==> images/logic_types.png <==
(1.5 px per micron)
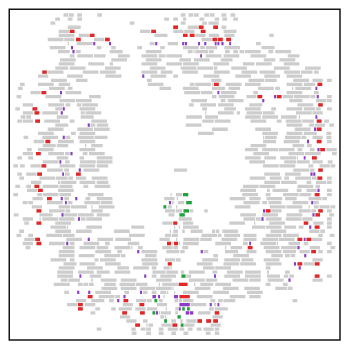
==> images/layer_met3.png <==
(2 px per micron)
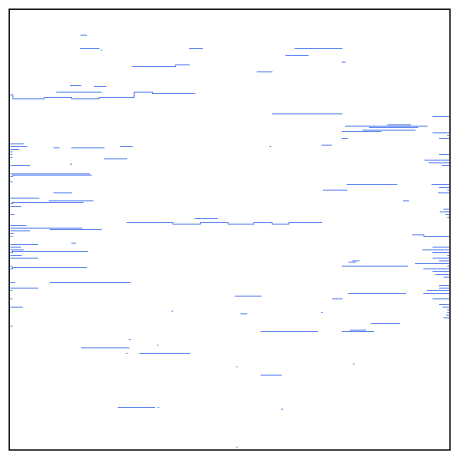
==> images/congestion.png <==
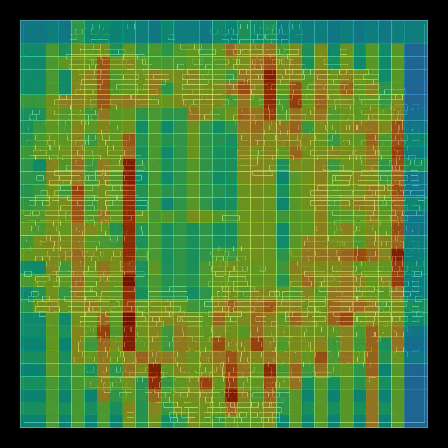
==> images/placement_by_type.png <==
(1.5 px per micron) Fill, decap, tap and diode cells in grey.
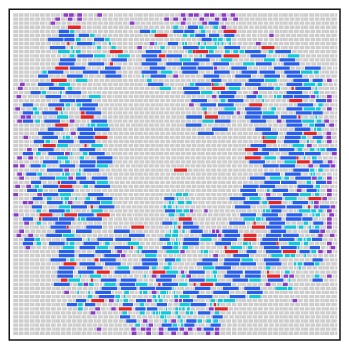
==> images/sizes.png <==
(1.5 px per micron)
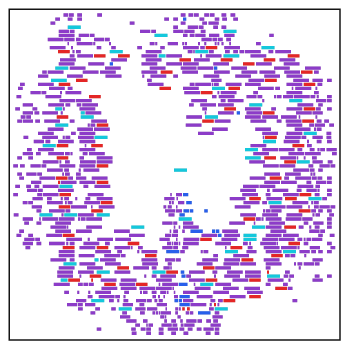
==> src/rtl/reg_wb_queue.sv <==
// Register-file write-back queue: buffers write requests and drains one per cycle
// onto registered RegWrite/WN/WD. Optional bypass search: `define REG_WB_QUEUE_BYPASS_EN.
module reg_wb_queue #(
    parameter int         DEPTH = 4,
    parameter logic [4:0] XZR   = 5'd31
) (
    input  logic                     clk,
    input  logic                     rst_n,
    input  logic                     in_valid,
    output logic                     in_ready,
    input  logic [4:0]               in_wn,
    input  logic [63:0]              in_wd,
    input  logic                     rf_hold,
    output logic                     RegWrite,
    output logic [4:0]               WN,
    output logic [63:0]              WD,
    output logic [$clog2(DEPTH):0]   count
`ifdef REG_WB_QUEUE_BYPASS_EN
    ,
    input  logic [4:0]               byp_rn1,
    input  logic [4:0]               byp_rn2,
    output logic                     byp_hit1,
    output logic                     byp_hit2,
    output logic [63:0]              byp_data1,
    output logic [63:0]              byp_data2
`endif
);

    localparam int PW = $clog2(DEPTH);
    localparam int CW = PW + 1;
    localparam logic [CW-1:0] DEPTH_C = CW'(DEPTH);

    logic [4:0]    ent_wn_q [DEPTH];
    logic [63:0]   ent_wd_q [DEPTH];
    logic [DEPTH-1:0] ent_valid_q;
    logic [PW-1:0] rd_ptr_q, wr_ptr_q;
    logic [CW-1:0] count_q, count_d;
    logic          regwrite_q, regwrite_d;
    logic [4:0]    wn_q, wn_d;
    logic [63:0]   wd_q, wd_d;
    logic          accept_s, store_s, push_s, pop_s, head_valid_s;

    assign in_ready     = (count_q < DEPTH_C);
    assign accept_s     = in_valid && in_ready;
    assign store_s      = accept_s && (in_wn != XZR);
    assign head_valid_s = ent_valid_q[rd_ptr_q];
    assign RegWrite     = regwrite_q;
    assign WN           = wn_q;
    assign WD           = wd_q;
    assign count        = count_q;

    // Drain arbitration: hold, pop head, cut-through from input, or idle.
    always_comb begin
        pop_s      = 1'b0;
        push_s     = store_s;
        regwrite_d = 1'b0;
        wn_d       = wn_q;
        wd_d       = wd_q;
        if (rf_hold) begin
            regwrite_d = 1'b0;
        end else if (head_valid_s) begin
            regwrite_d = 1'b1;
            wn_d       = ent_wn_q[rd_ptr_q];
            wd_d       = ent_wd_q[rd_ptr_q];
            pop_s      = 1'b1;
        end else if (store_s && (count_q == {CW{1'b0}})) begin
            // Empty queue: the request skips storage and goes straight to the outputs.
            regwrite_d = 1'b1;
            wn_d       = in_wn;
            wd_d       = in_wd;
            push_s     = 1'b0;
        end else begin
            regwrite_d = 1'b0;
        end
    end

    // Occupancy next-state from push/pop pair.
    always_comb begin
        count_d = count_q;
        case ({push_s, pop_s})
            2'b10:   count_d = count_q + {{(CW-1){1'b0}}, 1'b1};
            2'b01:   count_d = count_q - {{(CW-1){1'b0}}, 1'b1};
            default: count_d = count_q;
        endcase
    end

    // Control state and registered write port, synchronous active-low reset.
    always_ff @(posedge clk) begin
        if (!rst_n) begin
            rd_ptr_q    <= {PW{1'b0}};
            wr_ptr_q    <= {PW{1'b0}};
            count_q     <= {CW{1'b0}};
            ent_valid_q <= {DEPTH{1'b0}};
            regwrite_q  <= 1'b0;
            wn_q        <= 5'd0;
            wd_q        <= 64'd0;
        end else begin
            count_q    <= count_d;
            regwrite_q <= regwrite_d;
            wn_q       <= wn_d;
            wd_q       <= wd_d;
            if (pop_s) begin
                ent_valid_q[rd_ptr_q] <= 1'b0;
                rd_ptr_q              <= rd_ptr_q + {{(PW-1){1'b0}}, 1'b1};
            end
            if (push_s) begin
                ent_valid_q[wr_ptr_q] <= 1'b1;
                wr_ptr_q              <= wr_ptr_q + {{(PW-1){1'b0}}, 1'b1};
            end
        end
    end

    // Entry payload storage; validity is tracked separately so no reset is needed here.
    always_ff @(posedge clk) begin
        if (rst_n && push_s) begin
            ent_wn_q[wr_ptr_q] <= in_wn;
            ent_wd_q[wr_ptr_q] <= in_wd;
        end
    end

`ifdef REG_WB_QUEUE_BYPASS_EN
    // Walks oldest to newest so the newest matching entry wins; returns {hit, data}.
    function automatic logic [64:0] byp_lookup(input logic [4:0] rn);
        logic [64:0]   res;
        logic [PW-1:0] idx;
        res = 65'd0;
        for (int i = 0; i < DEPTH; i++) begin
            idx = rd_ptr_q + PW'(i);
            if (ent_valid_q[idx] && (ent_wn_q[idx] == rn) && (rn != XZR)) begin
                res = {1'b1, ent_wd_q[idx]};
            end else begin
                res = res;
            end
        end
        return res;
    endfunction

    // Combinational read-port bypass over pending queue entries.
    always_comb begin
        {byp_hit1, byp_data1} = byp_lookup(byp_rn1);
        {byp_hit2, byp_data2} = byp_lookup(byp_rn2);
    end
`endif

endmodule

==> config.mk <==
export PLATFORM = sky130hd
export DESIGN_NAME = reg_wb_queue
export DESIGN_NICKNAME = d
export VERILOG_FILES = /design/src/rtl/reg_wb_queue.sv
export SDC_FILE = /design/constraint.sdc
export NUM_CORES = 1
export LEC_CHECK = 0
export CORE_MARGIN = 1.5
export CORE_UTILIZATION = 30
export DETAILED_ROUTE_END_ITERATION = 7
export GPL_ROUTABILITY_DRIVEN = 0
export SYNTH_ARGS = -nofsm -noshare
export SYNTH_HDL_FRONTEND = slang
export SYNTH_SLANG_ARGS = --single-unit
==> constraint.sdc <==
create_clock -name clk -period 8.3 [get_ports clk]
set_input_delay 1.245 -clock clk [delete_from_list [all_inputs] [get_ports clk]]
set_output_delay 1.245 -clock clk [all_outputs]
set_load 0.01 [all_outputs]
==> results.json <==
{
  "outcome": "complete, no violations",
  "ctsResizeCount": 0,
  "combPwrFrac_pct": 22.2,
  "ys_seq_share_pct": 70.7,
  "dp_cells": 1464,
  "grt.overflow.total": 0,
  "warnings": 32,
  "tns_ns": 0,
  "powerDensity_nw_per_um2": 297,
  "grt_max_degree": 88,
  "path_class": "input port to flip-flop",
  "avgSynthCellArea_sq_um": 18.6,
  "final_nets": 982,
  "pg_clk_mw": 1.72,
  "ys_warn_count": 0,
  "area_growth_pct": 23.4,
  "grt_pass1_vias": 7904,
  "ys_cells": 757,
  "nFillCells": 4345,
  "most_common_cell": "edfxtp_1",
  "p_seq_share_pct": 44.4,
  "root_buffer": "clkbuf_16",
  "viasPerCell": 4.79,
  "drc_errors": 0,
  "seq_area_sq_um": 9960,
  "clock_latency_ns": 0.55,
  "ys_area_sq_um": 14100,
  "top_cells_by_count": "edfxtp_1, dfxtp_1, mux2i_1, o21ai_0",
  "num_vias": 7374,
  "power.net_switching_mw": 1.38,
  "worst-endpoint-arrival_ns": 3.70,
  "pin_count": 147,
  "comb-power_mw": 1.14,
  "dp_hpwl_microns": 17700,
  "grt_pass1_wl_microns": 48500,
  "cp_max_fo": 47,
  "max-vdd-ir-drop_mv": 0.146,
  "seq-power_mw": 2.29,
  "startpoint": "in_wn[3]",
  "clk_pin_slew_ns": 0.05,
  "max-cap-violations": 0,
  "post_cts_buffers": 0,
  "worst_slew_pin_slew_ns": 1.03,
  "netlist_instances": 757,
  "power.group.top": "registers",
  "period_minus_slack_ns": 3.54,
  "drtPass1Iterations": 4,
  "cts.sinks": 359,
  "die_area_sq_um": 48200,
  "finalCritPeriodShare_pct": 42.6,
  "synthTopCellsByArea": "edfxtp_1, dfxtp_1, mux4_2",
  "drive_above_1_share_pct": 15.8,
  "synth_top_area_share_pct": 58.9,
  "synth-seq-cells": 359,
  "clock_skew_ns": 0.0175,
  "timing.rr.start": "rd_ptr_q[1]$_SDFFE_PN0N_",
  "clkPwrFrac_pct": 33.5,
  "finalSetupViolCount": 0,
  "fp_util_pct": 30.3,
  "min-delay-start": "WN[0]$_SDFFE_PN0P_",
  "synth_area_sq_um": 14100,
  "ctsHoldBuffers": 0,
  "instances_no_fill": 1541,
  "port_buffers": 146,
  "edf_count": 276,
  "yosysTopAreaCell": "edfxtp_1",
  "coreArea_sq_um": 46500,
  "synth_cell_type_count": 33,
  "slew_headroom_pct": 31.4,
  "critPathCaptureType": "flip-flop",
  "slew_viol_final": 0,
  "clk_path_buf_depth": 3,
  "hold_path.class": "flip-flop to flip-flop",
  "start_kind": "input port",
  "drtIter0Drc": 392,
  "routed_wirelength_microns": 31400,
  "syn_nets": 840,
  "leakage_nw": 6.10,
  "die_h_microns": 220,
  "hold_viol": 0,
  "fmax_mhz": 283,
  "die_width_microns": 220,
  "synthArstFlopShare_pct": 0,
  "numCtsBuffers": 40,
  "switching_share_pct": 26.7,
  "antenna_left": 0,
  "crit_required_ns": 8.46,
  "power.internal_mw": 3.78,
  "htreeDepth": 2,
  "logic_area_sq_um": 3790,
  "ff_type": "edfxtp_1",
  "rsz0062_at_grt": "false",
  "cts_tree": "yes",
  "antenna_found_initial": 2,
  "placementRows": 79
}
-- logic_types.png (at the start) --
Key: AND-OR and OR-AND gates = red [cells 75, where spread over the die]; AND and OR gates = green [cells 13, where bottom centre]; inverting AOI/OAI gates = purple [cells 77, where spread over the die]

-- layer_met3.png (at the start) --
The wires run mostly horizontal. The layer holds 4.9% of the routed length. 96 nets have wire on it. The layer carries 1,530 microns of wire. The longest straight run is 40.9 microns.

-- congestion.png (at the start) --
wire per inst: 20.3 microns
Global Route met3 Usage: 2.90%
Overall Global Routing Usage: 13.3%

-- placement_by_type.png (at the start) --
Key: other buffers and delay cells = purple [cells 156, share of their area 9.2%]; clock drivers and dummy loads = red [cells 74, share of their area 7.7%]; flops = blue [cells 359, share of their area 60%]; combinational and other logic = cyan [cells 342, share of their area 23%]

-- sizes.png (at the start) --
Key: _2 cells = red [cells 75, share 8.1%]; _3 and _4 cells = blue [cells 23, share 2.5%]; _6 and larger = cyan [cells 49, share 5.3%]; _0 and _1 cells = purple [cells 784, share 84%]

critical path: stages:
cell	delay, ns
clkdlybuf4s50_1	0.53
nand4_1	0.34
o221a_4	0.31
and3_4	0.48
buf_4	0.72
routing by layer:
metal | global-route usage (%) | wire [microns] | vias up
met4 | 4.94 | 795 | 0
li1 | - | - | 3350
met3 | 2.90 | 1530 | 53
met5 | 0 | 0 | -
met1 | 17.1 | 13700 | 3810
met2 | 22.1 | 15400 | 161
sequential cells by signal, indices dropped and copies added, names as in the netlist, named ones only:
register,flops
RegWrite,1
WN,5
rd_ptr_q,2
ent_valid_q,4
wr_ptr_q,2
ent_wd_q,256
WD,64
ent_wn_q,20
count,3
worst paths after layout:
| kind | end | slack, ns | cells after the start |
|---|---|---|---|
| max | ent_wd_q[0][58]$_DFFE_PP_ | 4.76 | 5 |
| min | WN[0]$_SDFFE_PN0P_ | 0.49 | 1 |
| max reg2reg | ent_wd_q[0][58]$_DFFE_PP_ | 4.92 | 4 |
| min reg2reg | WN[0]$_SDFFE_PN0P_ | 0.49 | 1 |
final cells by class:
type | instances | share of cell area [%]
Multi-Input combinational cell | 332 | 21.8
Antenna cell | 3 | 0.0432
Tap cell | 607 | 4.37
Clock buffer | 56 | 6.41
Clock inverter | 18 | 0.951
Timing Repair Buffer | 156 | 8.83
Sequential cell | 359 | 57.3
Inverter | 10 | 0.216
layout by cell type (no fill, tap or decap), types with 3 or more instances in the layout:
cell | netlist | final
bufinv_16 | 0 | 3
and3_4 | 4 | 4
o21ai_0 | 71 | 71
ha_1 | 9 | 9
nand2_1 | 7 | 7
buf_4 | 8 | 11
and2_1 | 4 | 4
clkbuf_1 | 29 | 12
edfxtp_1 | 276 | 276
mux2i_1 | 71 | 71
dfxtp_1 | 83 | 81
o211a_1 | 70 | 69
clkdlybuf4s50_1 | 0 | 145
inv_1 | 10 | 10
mux4_2 | 70 | 69
a21boi_0 | 3 | 3
clkinv_1 | 0 | 8
diode_2 | 0 | 3
clkinv_2 | 0 | 4
clkbuf_16 | 0 | 41
clkbuf_8 | 0 | 3
a31o_1 | 4 | 4
stage by stage:
| stage | cell area, sq um | setup WS (ns) | hold slack, ns | power, mW | utilization, % |
|---|---|---|---|---|---|
| final | 17400 | 4.76 | 0.495 | 5.15 | 37.4 |
| after CTS | 17400 | 4.73 | 0.499 | 5.23 | 37.4 |
| after global placement | 16100 | 4.20 | 0.482 | 3.48 | 34.6 |
| after floorplan | 14100 | 4.99 | 0.466 | 3.02 | - |
| after global routing | 17400 | 4.62 | 0.513 | 5.40 | 37.4 |
| after detailed placement | 16100 | 4.17 | 0.487 | 3.49 | 34.6 |
logic make-up (layout without fill, tap and decap cells):
logic type | Yosys count | after routing | share of synthesized area (%)
multiplexers | 141 | 141 | 16.3
AND/OR/NAND/NOR | 26 | 26 | 1.17
adder cells (fa/ha/maj) | 10 | 10 | 0.942
buffers and inverters | 66 | 240 | 2.50
flip-flops | 359 | 359 | 70.7
AND-OR/OR-AND | 152 | 152 | 8.24
XOR/XNOR | 3 | 3 | 0.187
other | 0 | 3 | 0
Power figures rest on the tool's default switching activity, not on a simulated workload.
